**Run 1: signal wires on met2**

Drawn at 2 px/µm. Cells faint in the background.
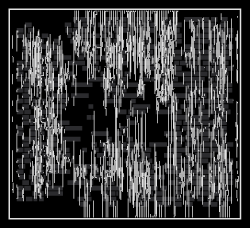
**Run 1: logic cells by family**

Drawn at 4 px/µm.
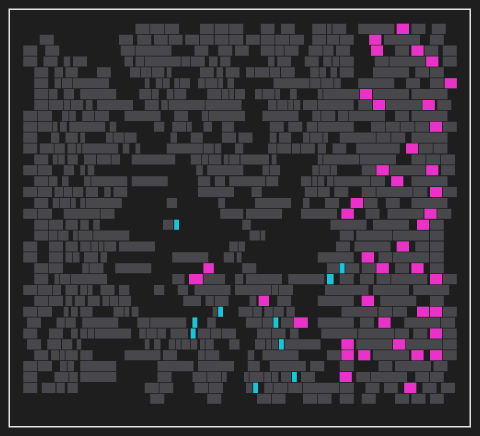
**Run 1: drive-strength map**

Drawn at 4 px/µm.
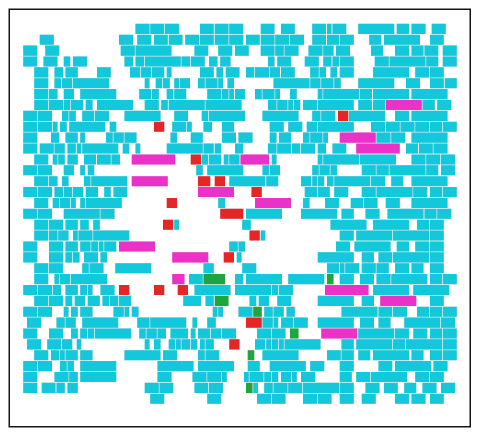
**Run 1: routing congestion**

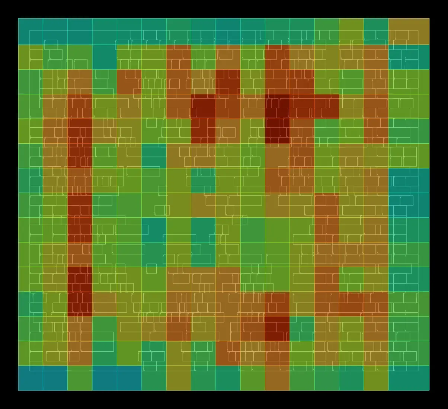
===== src/rtl/l2_req_arbiter.sv =====
// L2 request-channel front end: picks one of icache, dcache or the L2 prefetcher,
// latches the winner's request and follows it through addr_ok and data_ok,
// routing each handshake back to its owner.
module l2_req_arbiter #(
    parameter int unsigned STARVE_LIMIT = 8,
    parameter int unsigned CNT_W        = $clog2(STARVE_LIMIT + 1)
) (
    input  logic             clk,
    input  logic             rst,
    // icache port
    input  logic             i_req,
    input  logic [31:0]      i_addr,
    input  logic             i_suc,
    output logic             i_addr_ok,
    output logic             i_data_ok,
    // dcache port
    input  logic             d_req,
    input  logic             d_wr,
    input  logic [31:0]      d_addr,
    input  logic [31:0]      d_wdata,
    input  logic [3:0]       d_wstrb,
    input  logic [1:0]       d_size,
    input  logic             d_suc,
    output logic             d_addr_ok,
    output logic             d_data_ok,
    // prefetcher port
    input  logic             p_req,
    input  logic             p_type,
    input  logic [31:0]      p_addr,
    output logic             p_ack,
    // L2 request interface
    output logic             l2_req,
    output logic [1:0]       l2_from,
    output logic [31:0]      l2_addr,
    output logic [31:0]      l2_wdata,
    output logic [3:0]       l2_wstrb,
    output logic [1:0]       l2_size,
    output logic             l2_suc,
    output logic             l2_pref_type,
    input  logic             l2_addr_ok,
    input  logic             l2_data_ok,
    // status
    output logic             busy,
    output logic [CNT_W-1:0] starve_cnt
);

    typedef enum logic [1:0] {StIdle, StReq, StWait} state_e;

    // Owner encoding doubles as the l2_from value.
    localparam logic [1:0] FromPref = 2'd0;
    localparam logic [1:0] FromI    = 2'd1;
    localparam logic [1:0] FromDr   = 2'd2;
    localparam logic [1:0] FromDw   = 2'd3;

    localparam logic [CNT_W-1:0] StarveMax = CNT_W'(STARVE_LIMIT);

    state_e           state_q;
    logic             l2_req_q;
    logic [1:0]       owner_q;
    logic [31:0]      addr_q;
    logic [31:0]      wdata_q;
    logic [3:0]       wstrb_q;
    logic [1:0]       size_q;
    logic             suc_q;
    logic             pref_type_q;
    logic [CNT_W-1:0] starve_q;

    logic        gnt_i, gnt_d, gnt_p, gnt_any;
    logic [1:0]  sel_from;
    logic [31:0] sel_addr;
    logic [31:0] sel_wdata;
    logic [3:0]  sel_wstrb;
    logic [1:0]  sel_size;
    logic        sel_suc;
    logic        sel_pref_type;

    logic own_i, own_d, own_p;
    logic in_req, in_wait, accept, pref_abort;

    // Arbitration: a starved icache jumps ahead of dcache, else dcache > icache > pref.
    always_comb begin
        gnt_i = 1'b0;
        gnt_d = 1'b0;
        gnt_p = 1'b0;
        if (i_req && (starve_q == StarveMax)) begin
            gnt_i = 1'b1;
        end else if (d_req) begin
            gnt_d = 1'b1;
        end else if (i_req) begin
            gnt_i = 1'b1;
        end else if (p_req) begin
            gnt_p = 1'b1;
        end
    end

    assign gnt_any = gnt_i | gnt_d | gnt_p;

    // Winner's request fields; icache and prefetch always use word size.
    always_comb begin
        sel_from      = FromPref;
        sel_addr      = p_addr;
        sel_wdata     = 32'd0;
        sel_wstrb     = 4'd0;
        sel_size      = 2'd2;
        sel_suc       = 1'b0;
        sel_pref_type = 1'b0;
        if (gnt_d) begin
            sel_from  = d_wr ? FromDw : FromDr;
            sel_addr  = d_addr;
            sel_wdata = d_wdata;
            sel_wstrb = d_wstrb;
            sel_size  = d_size;
            sel_suc   = d_suc;
        end else if (gnt_i) begin
            sel_from = FromI;
            sel_addr = i_addr;
            sel_suc  = i_suc;
        end else if (gnt_p) begin
            sel_pref_type = p_type;
        end
    end

    assign own_i   = (owner_q == FromI);
    assign own_d   = owner_q[1];
    assign own_p   = (owner_q == FromPref);
    assign in_req  = (state_q == StReq);
    assign in_wait = (state_q == StWait);
    assign accept  = in_req && l2_addr_ok;

    // A prefetch is withdrawn, or yields to an L1 request, only before L2 accepts it.
    assign pref_abort = in_req && own_p && !l2_addr_ok && (!p_req || d_req || i_req);

    // Transaction sequencer: latch on grant, hold through REQ, finish on data_ok.
    always_ff @(posedge clk or posedge rst) begin
        if (rst) begin
            state_q     <= StIdle;
            l2_req_q    <= 1'b0;
            owner_q     <= FromPref;
            addr_q      <= 32'd0;
            wdata_q     <= 32'd0;
            wstrb_q     <= 4'd0;
            size_q      <= 2'd0;
            suc_q       <= 1'b0;
            pref_type_q <= 1'b0;
        end else begin
            unique case (state_q)
                StIdle: begin
                    if (gnt_any) begin
                        state_q     <= StReq;
                        l2_req_q    <= 1'b1;
                        owner_q     <= sel_from;
                        addr_q      <= sel_addr;
                        wdata_q     <= sel_wdata;
                        wstrb_q     <= sel_wstrb;
                        size_q      <= sel_size;
                        suc_q       <= sel_suc;
                        pref_type_q <= sel_pref_type;
                    end
                end
                StReq: begin
                    if (l2_addr_ok) begin
                        l2_req_q <= 1'b0;
                        state_q  <= l2_data_ok ? StIdle : StWait;
                    end else if (pref_abort) begin
                        l2_req_q <= 1'b0;
                        state_q  <= StIdle;
                    end
                end
                StWait: begin
                    if (l2_data_ok) begin
                        state_q <= StIdle;
                    end
                end
                default: begin
                    state_q  <= StIdle;
                    l2_req_q <= 1'b0;
                end
            endcase
        end
    end

    // Starvation counter: counts dcache grants taken while icache is waiting.
    always_ff @(posedge clk or posedge rst) begin
        if (rst) begin
            starve_q <= '0;
        end else if (state_q == StIdle) begin
            if (!i_req || gnt_i) begin
                starve_q <= '0;
            end else if (gnt_d && (starve_q != StarveMax)) begin
                starve_q <= starve_q + 1'b1;
            end
        end
    end

    // Handshake routing back to the owner; data_ok may ride along with addr_ok.
    always_comb begin
        i_addr_ok = accept && own_i;
        d_addr_ok = accept && own_d;
        p_ack     = accept && own_p;
        i_data_ok = l2_data_ok && own_i && (in_wait || accept);
        d_data_ok = l2_data_ok && own_d && (in_wait || accept);
    end

    assign l2_req       = l2_req_q;
    assign l2_from      = owner_q;
    assign l2_addr      = addr_q;
    assign l2_wdata     = wdata_q;
    assign l2_wstrb     = wstrb_q;
    assign l2_size      = size_q;
    assign l2_suc       = suc_q;
    assign l2_pref_type = pref_type_q;
    assign busy         = (state_q != StIdle);
    assign starve_cnt   = starve_q;

endmodule


===== config.mk =====
export PLATFORM = sky130hd
export DESIGN_NAME = l2_req_arbiter
export DESIGN_NICKNAME = d
export VERILOG_FILES = /design/src/rtl/l2_req_arbiter.sv
export SDC_FILE = /design/constraint.sdc
export NUM_CORES = 1
export LEC_CHECK = 0
export CAP_MARGIN = 15
export CORE_ASPECT_RATIO = 0.9
export CORE_MARGIN = 3
export CORE_UTILIZATION = 39
export CTS_CLUSTER_DIAMETER = 200
export DETAILED_ROUTE_END_ITERATION = 16
export PLACE_DENSITY = 0.81
export SLEW_MARGIN = 20
export SYNTH_ARGS = -nofsm -noshare
export SYNTH_HDL_FRONTEND = slang
export SYNTH_SLANG_ARGS = --single-unit

===== constraint.sdc =====
create_clock -name clk -period 3.4 [get_ports clk]
set_clock_uncertainty 0.1 [all_clocks]
set_input_delay 0.34 -clock clk [delete_from_list [all_inputs] [get_ports clk]]
set_output_delay 0.34 -clock clk [all_outputs]
set_load 0.02 [all_outputs]

==> qor.yml, run 1 <==
status: "complete, no violations"
peakVddDrop_uv: 439
setup_viol: 0
comb_area_um2: 1840
cp.required_ps: 2960
tightest_slew_ps: 986
avgSynthCellArea_um2: 10.1
syn-cell-area_um2: 4160
die_h_um: 104
crit_type: "reg -> out"
synth-seq-cells: 81
viasPerCell: 5.77
cts.sinks: 81
nFillCells: 823
area_delta_synth_final_pct: 63.3
fin_tns_setup_ps: 0
flop_area_um2: 2030
cp-end-kind: "output port"
yosys_cells: 410
place_congestion: 0.888
clock.fmax_mhz: 385
final_cell_mix: "clkdlybuf4s50_1 (227), dfrtp_1 (81), a22o_1 (37), o21ai_0 (36), nor2_1 (35)"
maxCapViolations: 0
maxSlewHeadroom_pct: 34.2
numCtsBuffers: 9
hold_buffers: 0
die_w_um: 115
grt.overflow.total: 0
globalRouteMet3Util_pct: 7.97
cts_tree: "built"
drtIter0Drc: 396
drive_gt1_share_pct: 5.90
h-tree-depth: 3
cts.path.max_buffers: 2
placement_rows: 35
top_cells_by_area: "dfrtp_1 (49%), a22o_1 (7.8%), o41ai_1 (6.7%), a211oi_1 (5.8%), nor2b_1 (5.1%)"
leakagePower_uw: 0.00275
drtPass1Iterations: 5
ant_nets: 0
ys_seq_share_pct: 48.7
cp-start-kind: "flip-flop"
rsz0062_at_grt: "false"
grt_pass1_vias: 4388
cts_setup_buffers: 0
rr_worst_depth: 6
boundaryPins: 230
tool_warnings: 27
top_cell_area_share_pct: 48.7
crit_arrival_ps: 2160
dp_hpwl_mm: 10.8
ys_area_um2: 4160
track_usage_pct: 24.3
yosys.area.top_type: "dfrtp_1"
period_needed_ps: 2600
finalMaxSlewViolations: 0
worst-path-max-fanout: 25
flop_cell: "dfrtp_1"
grtUsageMet1_pct: 29.9
die_area_um2: 11900
nets: 770
ctsResizeCount: 0
fp_util_pct: 40.3
fp_nets: 557
io_buffers: 229
placed_area_um2: 6450
About 'signal wires on met2':
nets with wire on the layer = 691
wire length on this layer = 7,270 µm
main direction = vertical
share of all routed wire = 48%
longest straight run = 56.9 µm
Via Count: 4,362
met2 Track Usage GR: 40.7%
drt total wl: 15.1 mm

About 'logic cells by family':
cyan -> inverters  # cells 10, where bottom middle
magenta -> AND-OR and OR-AND gates  # cells 41, where a column on the right
fraction of area in multi-input gates: 27.0%
post-route insts no fill: 756
most frequent logic cell in the layout: clkdlybuf4s50_1

About 'drive-strength map':
red -> drive 3 to 4  # cells 16
green -> drive 2  # cells 7
cyan -> drive 1 or less  # cells 590
magenta -> drive 6 and up  # cells 14
Buffers, non-clock: 242
Design Area, Final: 6800 µm²
Setup WS post-layout: 800 ps

About 'routing congestion':
average wire per cell in the routed design: 19.9 µm
Core Util, Final: 65.8%

==> run 1: flip-flops by register name, summed over array words and instances, names as in the netlist <==
| signal | flops |
|---|---|
| l2_addr | 32 |
| l2_from | 2 |
| l2_pref_type | 1 |
| l2_req | 1 |
| l2_size | 2 |
| l2_suc | 1 |
| l2_wdata | 32 |
| l2_wstrb | 4 |
| starve_cnt | 4 |
| state_q | 2 |
==> run 1: power by group <==
part	total (µW)	switching (µW)	internal, µW
registers	1680	275	1410
logic	2750	1410	1340
clock network	1110	390	717
total	5540	2080	3460
==> run 1: critical path, cell delays in order, from the launching register on <==
cell and delay (ps):
dfrtp_1 430, nor2_2 110, inv_1 540, clkdlybuf4s50_1 740
==> run 1: cells by family after synthesis <==
| logic type | after synthesis | share of synthesized area (%) |
|---|---|---|
| AND-OR/OR-AND | 151 | 27.1 |
| adder cells (fa/ha/maj) | 2 | 0.601 |
| buffers and inverters | 50 | 7.31 |
| flip-flops | 81 | 48.7 |
| AND/OR/NAND/NOR | 126 | 16.3 |
==> run 1: layer usage <==
metal	wire length [µm]	share of wire, %
met3	1540	10
met4	316	2.1
met5	20	0.13
met1	5910	39
met2	7270	48
==> run 1: synth_stat cells, drive strengths merged (6+ instances only) <==
cell    instances
nor2           36
buf            23
dfrtp          81
a22o           37
a211oi         32
clkbuf         17
nor2b          34
o21ai          37
o41ai          32
nor3           35
inv            10
nand2           6
==> run 1: final timing paths <==
path | startpoint | endpoint | slack (ps)
min | rst | l2_size[1]$_DFFE_PP0P_ | 210
max | state_q[0]$_DFFE_PP0P_ | busy | 800
min in group clk | d_req | l2_from[0]$_DFFE_PP0P_ | 280
max reg2reg | starve_cnt[0]$_DFFE_PP0P_ | l2_addr[27]$_DFFE_PP0P_ | 810
min reg2reg | l2_wdata[0]$_DFFE_PP0P_ | l2_wdata[0]$_DFFE_PP0P_ | 400
max in group asynchronous | rst | l2_wdata[31]$_DFFE_PP0P_ | 2220
==> run 1: stage by stage <==
| step | instances | util, % | power (µW) | hold slack (ps) |
|---|---|---|---|---|
| after floorplan | 410 | - | 3120 | 306 |
| after global placement | 741 | 62.5 | 4380 | 381 |
| after detailed placement | 741 | 62.5 | 4430 | 390 |
| after CTS | 756 | 65.8 | 5580 | 233 |
| after global routing | 756 | 65.8 | 5810 | 244 |
| final | 756 | 65.8 | 5540 | 215 |
==> run 1: layout make-up <==
| type | instances | area share (%) |
|---|---|---|
| Inverter | 10 | 0.571 |
| Clock inverter | 6 | 1.69 |
| Sequential cell | 81 | 29.8 |
| Timing Repair Buffer | 242 | 35.2 |
| Clock buffer | 9 | 3.31 |
| Tap cell | 129 | 2.38 |
| Multi-Input combinational cell | 279 | 27.0 |
**Run 1: met3 routing**

Drawn at 2 px/µm.
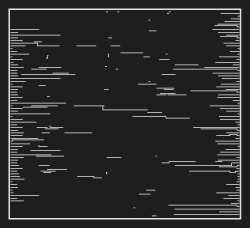

==> inputs of run 2 (changes only) <==
--- a/config.mk
+++ b/config.mk
@@ -8,10 +8,10 @@
 export CAP_MARGIN = 15
 export CORE_ASPECT_RATIO = 0.9
 export CORE_MARGIN = 3
-export CORE_UTILIZATION = 39
+export CORE_UTILIZATION = 35
 export CTS_CLUSTER_DIAMETER = 200
 export DETAILED_ROUTE_END_ITERATION = 16
-export PLACE_DENSITY = 0.81
+export PLACE_DENSITY = 0.77
 export SLEW_MARGIN = 20
 export SYNTH_ARGS = -nofsm -noshare
 export SYNTH_HDL_FRONTEND = slang
==> constraint.sdc (replaced) <==
create_clock -name clk -period 2.1 [get_ports clk]
set_clock_uncertainty 0.1 [all_clocks]
set_input_delay 0.21 -clock clk [delete_from_list [all_inputs] [get_ports clk]]
set_output_delay 0.21 -clock clk [all_outputs]
set_load 0.02 [all_outputs]
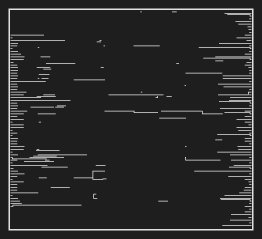
**Above:** run 2 (met3 routing).
Drawn at 2 px/µm.
wire length on this layer = 1,370 µm
share of all routed wire = 9.3%
longest straight run = 34.3 µm
nets with wire on the layer = 171
Via Count: 4,320
met3 Use GR: 6.69%

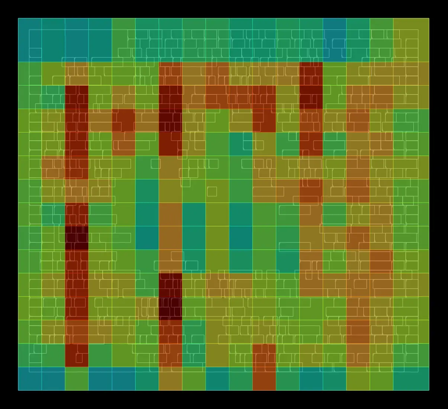
**Above:** run 2 (routing congestion).
average wire per cell in the routed design: 18.8 µm
GR met1 Demand/Resource: 28.1%

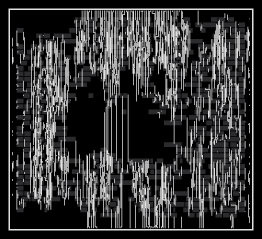
**Above:** run 2 (signal wires on met2).
Drawn at 2 px/µm. Cells faint in the background.
main direction = vertical
share of all routed wire = 48%
wire length on this layer = 7,050 µm
nets with wire on the layer = 683
drt total wl: 14.8 mm
met2 Track Usage GR: 35.7%

==> run 2 against run 1 <==
- critical path depth unchanged
- worst setup slack worse by 750 ps
- via count down 0.96%
- non-clock buffer count up 3
- global-route usage down 2.2 points
- final area up 0.87%
- combinational power up 61%
- first-iteration DRC count down 33%
- sequential power up 64%
- total power up 60%
- critical endpoint unchanged
- largest cell class unchanged
- largest power group unchanged
- highest routed layer is now met4
==> qor.yml, run 2 <==
comb_area_um2: 1840  # unchanged
place_congestion: 0.853  # was 0.888
final_cell_mix: "clkdlybuf4s50_1 (222), dfrtp_1 (81), a22o_1 (37), o21ai_0 (36), nor2_1 (35)"  # was clkdlybuf4s50_1 (227), dfrtp_1 (81), a22o_1 (37), o21ai_0 (36), nor2_1 (35)
cp-end-kind: "output port"  # unchanged
cts_setup_buffers: 0  # unchanged
crit_chain: "nor2_2 -> inv_1 -> clkdlybuf4s50_1"  # unchanged
top_cells_by_count: "dfrtp_1 (81), a22o_1 (37), o21ai_0 (36)"  # unchanged
drtPass1Iterations: 5  # unchanged
layout.cells.most_common: "clkdlybuf4s50_1"  # unchanged
logic_family: "AND-OR/OR-AND gates"  # unchanged
ys_sh_mux_pct: 0  # unchanged
leakagePower_uw: 0.00280  # was 0.00275 µW
max_stage_delay_ps: 570  # was 740 ps
worst-path-max-fanout: 6  # was 25
cts.path.max_buffers: 2  # unchanged
synth-seq-cells: 81  # unchanged
synthCells: 410  # unchanged
synth-edff-count: 0  # unchanged
numCtsBuffers: 9  # unchanged
clk_pin_slew_ps: 60  # about the same
peakVddDrop_uv: 571  # was 439 µV
cp.buffers_inverters: 2  # unchanged
ys_sh_simple_pct: 16.3  # unchanged
drtIter0Drc: 266  # was 396
die_w_um: 121  # was 115 µm
ys_seq_share_pct: 48.7  # unchanged
period_needed_ps: 2050
rr_worst_depth: 7  # was 6
core_um2: 11500  # was 10,300 µm²
top_cells_by_area: "dfrtp_1 (49%), a22o_1 (7.8%), o41ai_1 (6.7%), a211oi_1 (5.8%), nor2b_1 (5.1%)"  # unchanged
h-tree-depth: 3  # unchanged
rsz0062_at_grt: "true"  # was false
fa_ha_area_share_pct: 0.601  # unchanged
ys_area_um2: 4160  # unchanged
xor_area_share_pct: 0  # unchanged
status: "complete, no violations"  # unchanged
maxSlewHeadroom_pct: 71.3  # was 34.2%
avgSynthCellArea_um2: 10.1  # unchanged
crit_type: "reg -> out"  # unchanged
die_h_um: 109  # was 104 µm
track_usage_pct: 22.1  # was 24.3%
grt.overflow.total: 0  # unchanged
crit_family: "buffers and inverters"  # unchanged
cp_slowest_cell: "clkdlybuf4s50_1"  # unchanged
ant_nets: 0  # unchanged
io_buffers: 229  # unchanged
cts.sinks: 81  # unchanged
clock.fmax_mhz: 489
tightest_slew_ps: 430  # was 986 ps
drive_gt1_share_pct: 6.50  # was 5.90%
flop_area_um2: 2030  # unchanged
finalClockPeriodUsage_pct: 97.4
grt_pass1_vias: 4395  # was 4,388
setup_viol: 0  # unchanged
maxCapViolations: 0  # unchanged
placed_area_um2: 6540  # was 6450 µm²
cts_tree: "built"  # unchanged
tool_warnings: 28  # was 27
nFillCells: 962  # was 823
hold_ws_ps: 120  # was 215 ps
syn-cell-area_um2: 4160  # unchanged
die_area_um2: 13200  # was 11,900 µm²
fp_util_pct: 36.1  # was 40.3%
finalMaxSlewViolations: 0  # unchanged
top_cell_area_share_pct: 48.7  # unchanged
grt_max_degree: 82  # was 72
dp_hpwl_mm: 10.5  # was 10.8 mm
fin_area_um2: 6850  # was 6800 µm²
aoi_share_pct: 27.1  # unchanged
fp_nets: 557  # unchanged
yosys.area.top_type: "dfrtp_1"  # unchanged
most_common_cell: "dfrtp_1"  # unchanged
flop_cell: "dfrtp_1"  # unchanged
crit_arrival_ps: 1740  # was 2160 ps
cp.depth: 3  # unchanged
cp.required_ps: 1790  # was 2960 ps
n_antenna_cell: 0  # unchanged
nets: 773  # was 770
area_delta_synth_final_pct: 64.7  # was 63.3%
viasPerCell: 5.49  # was 5.77
placement_rows: 37  # was 35
boundaryPins: 230  # unchanged
cp-start-kind: "flip-flop"  # unchanged
yosys_cells: 410  # unchanged
[run 2: cell count changes in the layout (fill, tap and decap cells not counted), moves of 2 or more]
cell	delta
buf_12	+2
dlygate4sd2_1	+4
clkdlybuf4s50_1	-5
clkinv_2	+2
[run 2: kinds of logic after synthesis]
group	Yosys count
flip-flops	81
AND-OR/OR-AND	151
AND/OR/NAND/NOR	126
adder cells (fa/ha/maj)	2
buffers and inverters	50
[run 2: path summary, 6_finish.rpt]
path | startpoint | to | slack [ps]
max in group asynchronous | rst | l2_addr[9]$_DFFE_PP0P_ | 1340
worst min-delay path | d_req | l2_suc$_DFFE_PP0P_ | 120
worst max-delay path | state_q[0]$_DFFE_PP0P_ | busy | 50
min in group asynchronous | rst | l2_wdata[20]$_DFFE_PP0P_ | 230
worst max register to register | starve_cnt[0]$_DFFE_PP0P_ | l2_size[0]$_DFFE_PP0P_ | 150
worst min register to register | l2_pref_type$_DFFE_PP0P_ | l2_pref_type$_DFFE_PP0P_ | 410
[run 2: final cells by class]
cell class / instances / share of cell area (%)
multi-input cells: 279 / 26.8
well taps: 156 / 2.85
flip-flops and latches: 81 / 29.6
clock inverters: 7 / 1.35
inverters: 10 / 0.602
repair buffers: 245 / 35.6
clock buffers: 9 / 3.29
[run 2: worst register-to-register path: stages (launching register included)]
cell and delay, ps:
dfrtp_1 440, inv_1 70, ha_1 220, and4b_1 210, buf_4 210, nor3_4 230, buf_12 230, a22o_1 180
[run 2: stage by stage]
stage	utilization [%]	setup WS (ps)	std cells	setup TNS (ps)	power (µW)
after floorplan	-	271	410	0	5060
after global placement	56.7	21.3	771	0	7090
after detailed placement	56.7	-46.8	771	-70.2	7210
final	59.5	54.3	787	0	8870
after global routing	59.5	-35.3	787	-62.7	9330
after CTS	59.4	31.4	787	0	8940
[run 2: what timing repair did]
item | CTS | global route
hold buffers | 0 | 0
setup endpoints to repair | 4 | 3
gates resized | 4 | 1
cloned | 0 | 0
[run 2: per-layer routing]
layer / routed length (µm) / global-route usage [%] / up-vias
met5: 0 / 0 / -
met4: 250 / 8.58 / 0
met3: 1370 / 6.69 / 18
met2: 7050 / 35.7 / 234
met1: 6090 / 28.1 / 2091
li1: - / - / 1977
[run 2: power breakdown]
group | total [µW] | switching, µW | internal, µW
Sequential | 2750 | 464 | 2280
Combinational | 4420 | 2250 | 2170
Clock | 1700 | 660 | 1040
**Run 2: drive-strength map**

Drawn at 4 px/µm.
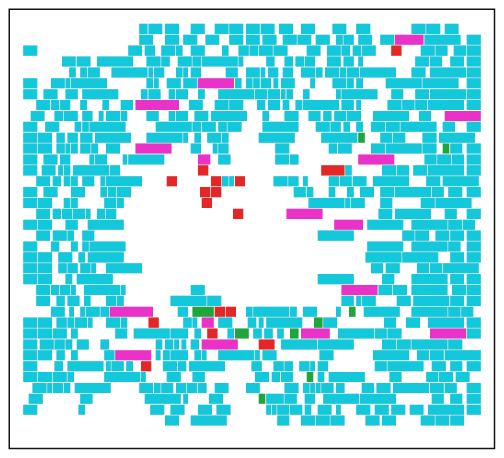

==> inputs of run 3 (changes only) <==
--- a/config.mk
+++ b/config.mk
@@ -6,7 +6,6 @@
 export NUM_CORES = 1
 export LEC_CHECK = 0
 export CAP_MARGIN = 15
-export CORE_ASPECT_RATIO = 0.9
 export CORE_MARGIN = 3
 export CORE_UTILIZATION = 35
 export CTS_CLUSTER_DIAMETER = 200
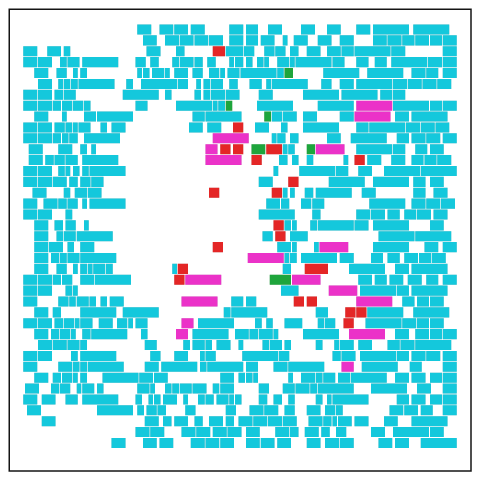
**Above:** run 3 (drive-strength map).
Drawn at 4 px/µm.
green -> drive 2  # cells 6
cyan -> drive 1 or less  # cells 590
red -> drive 3 to 4  # cells 21
magenta -> drive 6 and up  # cells 17
Setup WS post-layout: 127 ps
Design Area, Final: 6840 µm²
Buffers, non-clock: 248

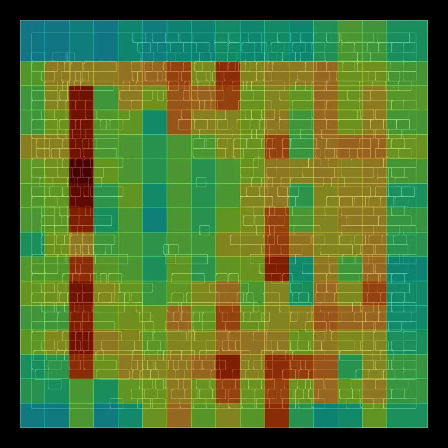
**Above:** run 3 (routing congestion).
GR met1 Demand/Resource: 26.8%
busiest grt layer: met2
met2 Track Usage GR: 34.7%
Core Util, Final: 59.4%

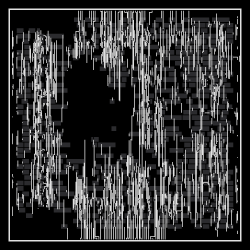
**Above:** run 3 (signal wires on met2).
Drawn at 2 px/µm. Cells faint in the background.
main direction = vertical
nets with wire on the layer = 676
longest straight run = 51.9 µm
wire length on this layer = 6,850 µm
drt total wl: 14.3 mm
Via Count: 4,246

==> run 3 against run 2 <==
- worst setup slack improved by 72 ps
- register-to-register slack gained 50 ps
- global-route usage is 1.2 points lower
- highest routed layer unchanged
- combinational power about the same
- wire length decreased by 3.4%
- sequential share of layout area about the same
- total power fell by 2.3%
- largest cell class unchanged
- non-clock buffer count is 3 higher
- final cell count down 1.3%
==> qor.yml, run 3 <==
place_congestion: 0.818  # was 0.853
setup_viol: 0  # unchanged
synth-edff-count: 0  # unchanged
maxCapViolations: 0  # unchanged
core_um2: 11500  # about the same
n_antenna_cell: 0  # unchanged
cts_setup_buffers: 0  # unchanged
pwr-share-comb_pct: 51.4  # was 49.8%
ys_seq_share_pct: 48.7  # unchanged
ys_sh_simple_pct: 16.3  # unchanged
ys_sh_mux_pct: 0  # unchanged
cts.sinks: 81  # unchanged
cp_slowest_cell: "dfrtp_1"  # was clkdlybuf4s50_1
grt_max_degree: 74  # was 82
fp_nets: 557  # unchanged
tightest_slew_ps: 383  # was 430 ps
ant_nets: 0  # unchanged
period_needed_ps: 1970  # was 2050 ps
fp_util_pct: 36.1  # about the same
io_buffers: 229  # unchanged
final_cells: 777  # was 787
ctsResizeCount: 4  # unchanged
area_delta_synth_final_pct: 64.4  # was 64.7%
switchingPower_uw: 3360  # was 3370 µW
numCtsBuffers: 9  # unchanged
switching_share_pct: 38.8  # was 38.0%
maxSlewHeadroom_pct: 74.5  # was 71.3%
flop_cell: "dfrtp_1"  # unchanged
dp_hpwl_mm: 10.5  # about the same
worst-path-max-fanout: 4  # was 6
layout.cells.most_common: "clkdlybuf4s50_1"  # unchanged
hold_buffers: 0  # unchanged
rsz0062_at_grt: "false"  # was true
top_cell_area_share_pct: 48.7  # unchanged
dp.cells: 761  # was 771
tool_warnings: 27  # was 28
top_cells_by_count: "dfrtp_1 (81), a22o_1 (37), o21ai_0 (36)"  # unchanged
cp-start-kind: "flip-flop"  # unchanged
seqPwrFrac_pct: 31.4  # was 31.0%
leakagePower_uw: 0.00279  # was 0.00280 µW
logic_family: "AND-OR/OR-AND gates"  # unchanged
finalMaxSlewViolations: 0  # unchanged
grt.overflow.total: 0  # unchanged
aoi_share_pct: 27.1  # unchanged
h-tree-depth: 3  # unchanged
status: "complete, no violations"  # unchanged
run 3: cell counts after synthesis:
Identical to the previous run, type by type.
run 3: routing by layer:
layer	GRT usage [%]	wire length, µm	vias up
li1	-	-	1988
met1	26.8	5890	2026
met2	34.7	6850	212
met3	4.95	1300	20
met4	7.36	221	0
met5	0	0	-
run 3: stage by stage:
| step | cell area, µm² | TNS, ps | setup WS [ps] | hold slack, ps |
|---|---|---|---|---|
| final | 6840 | 0 | 127 | 108 |
| after global routing | 6840 | 0 | 11.9 | 129 |
| after CTS | 6840 | 0 | 37.1 | 92.0 |
| after detailed placement | 6560 | -24.4 | -24.4 | 390 |
| after global placement | 6560 | 0 | 21.6 | 388 |
| after floorplan | 4170 | 0 | 271 | 176 |
run 3: area by class of cell:
class	instances	area, µm²	share of cell area [%]
multi-input combinational	279	1840	26.8
clock inverter	7	58.8	0.859
sequential	81	2030	29.6
inverter	10	41.3	0.603
clock buffer	9	225	3.29
timing repair buffer	248	2480	36.2
tap	143	179	2.61
run 3: path summary, 6_finish.rpt:
| check | cells after the start | end |
|---|---|---|
| min | 3 | l2_from[0]$_DFFE_PP0P_ |
| max reg2reg | 6 | l2_addr[12]$_DFFE_PP0P_ |
| max | 4 | i_data_ok |
| min reg2reg | 1 | l2_wdata[24]$_DFFE_PP0P_ |
| min in group asynchronous | 3 | l2_wdata[15]$_DFFE_PP0P_ |
| max in group asynchronous | 3 | l2_addr[5]$_DFFE_PP0P_ |
run 3: worst max-delay path, delay by kind of cell (launching register included):
| family | cells | cell delay, ps |
|---|---|---|
| compound gates | 1 | 160 |
| flops | 1 | 410 |
| buf+inv | 1 | 300 |
| simple gates | 2 | 460 |
run 3: power by group through the flow:
| stage | Combinational, µW | Clock, µW | Sequential (µW) |
|---|---|---|---|
| global route | 4770 | 1590 | 2810 |
| global placement | 4400 | 0 | 2720 |
| floorplan | 1520 | 0 | 3540 |
| finish | 4450 | 1490 | 2720 |
| detailed placement | 4490 | 0 | 2740 |
| CTS | 4500 | 1540 | 2720 |
run 3: cell families after synthesis:
kind of cell / after synthesis
flops: 81
compound gates: 151
simple gates: 126
buf+inv: 50
fa+ha+maj: 2
No activity file was given, so power comes from the tool's default toggle rates.
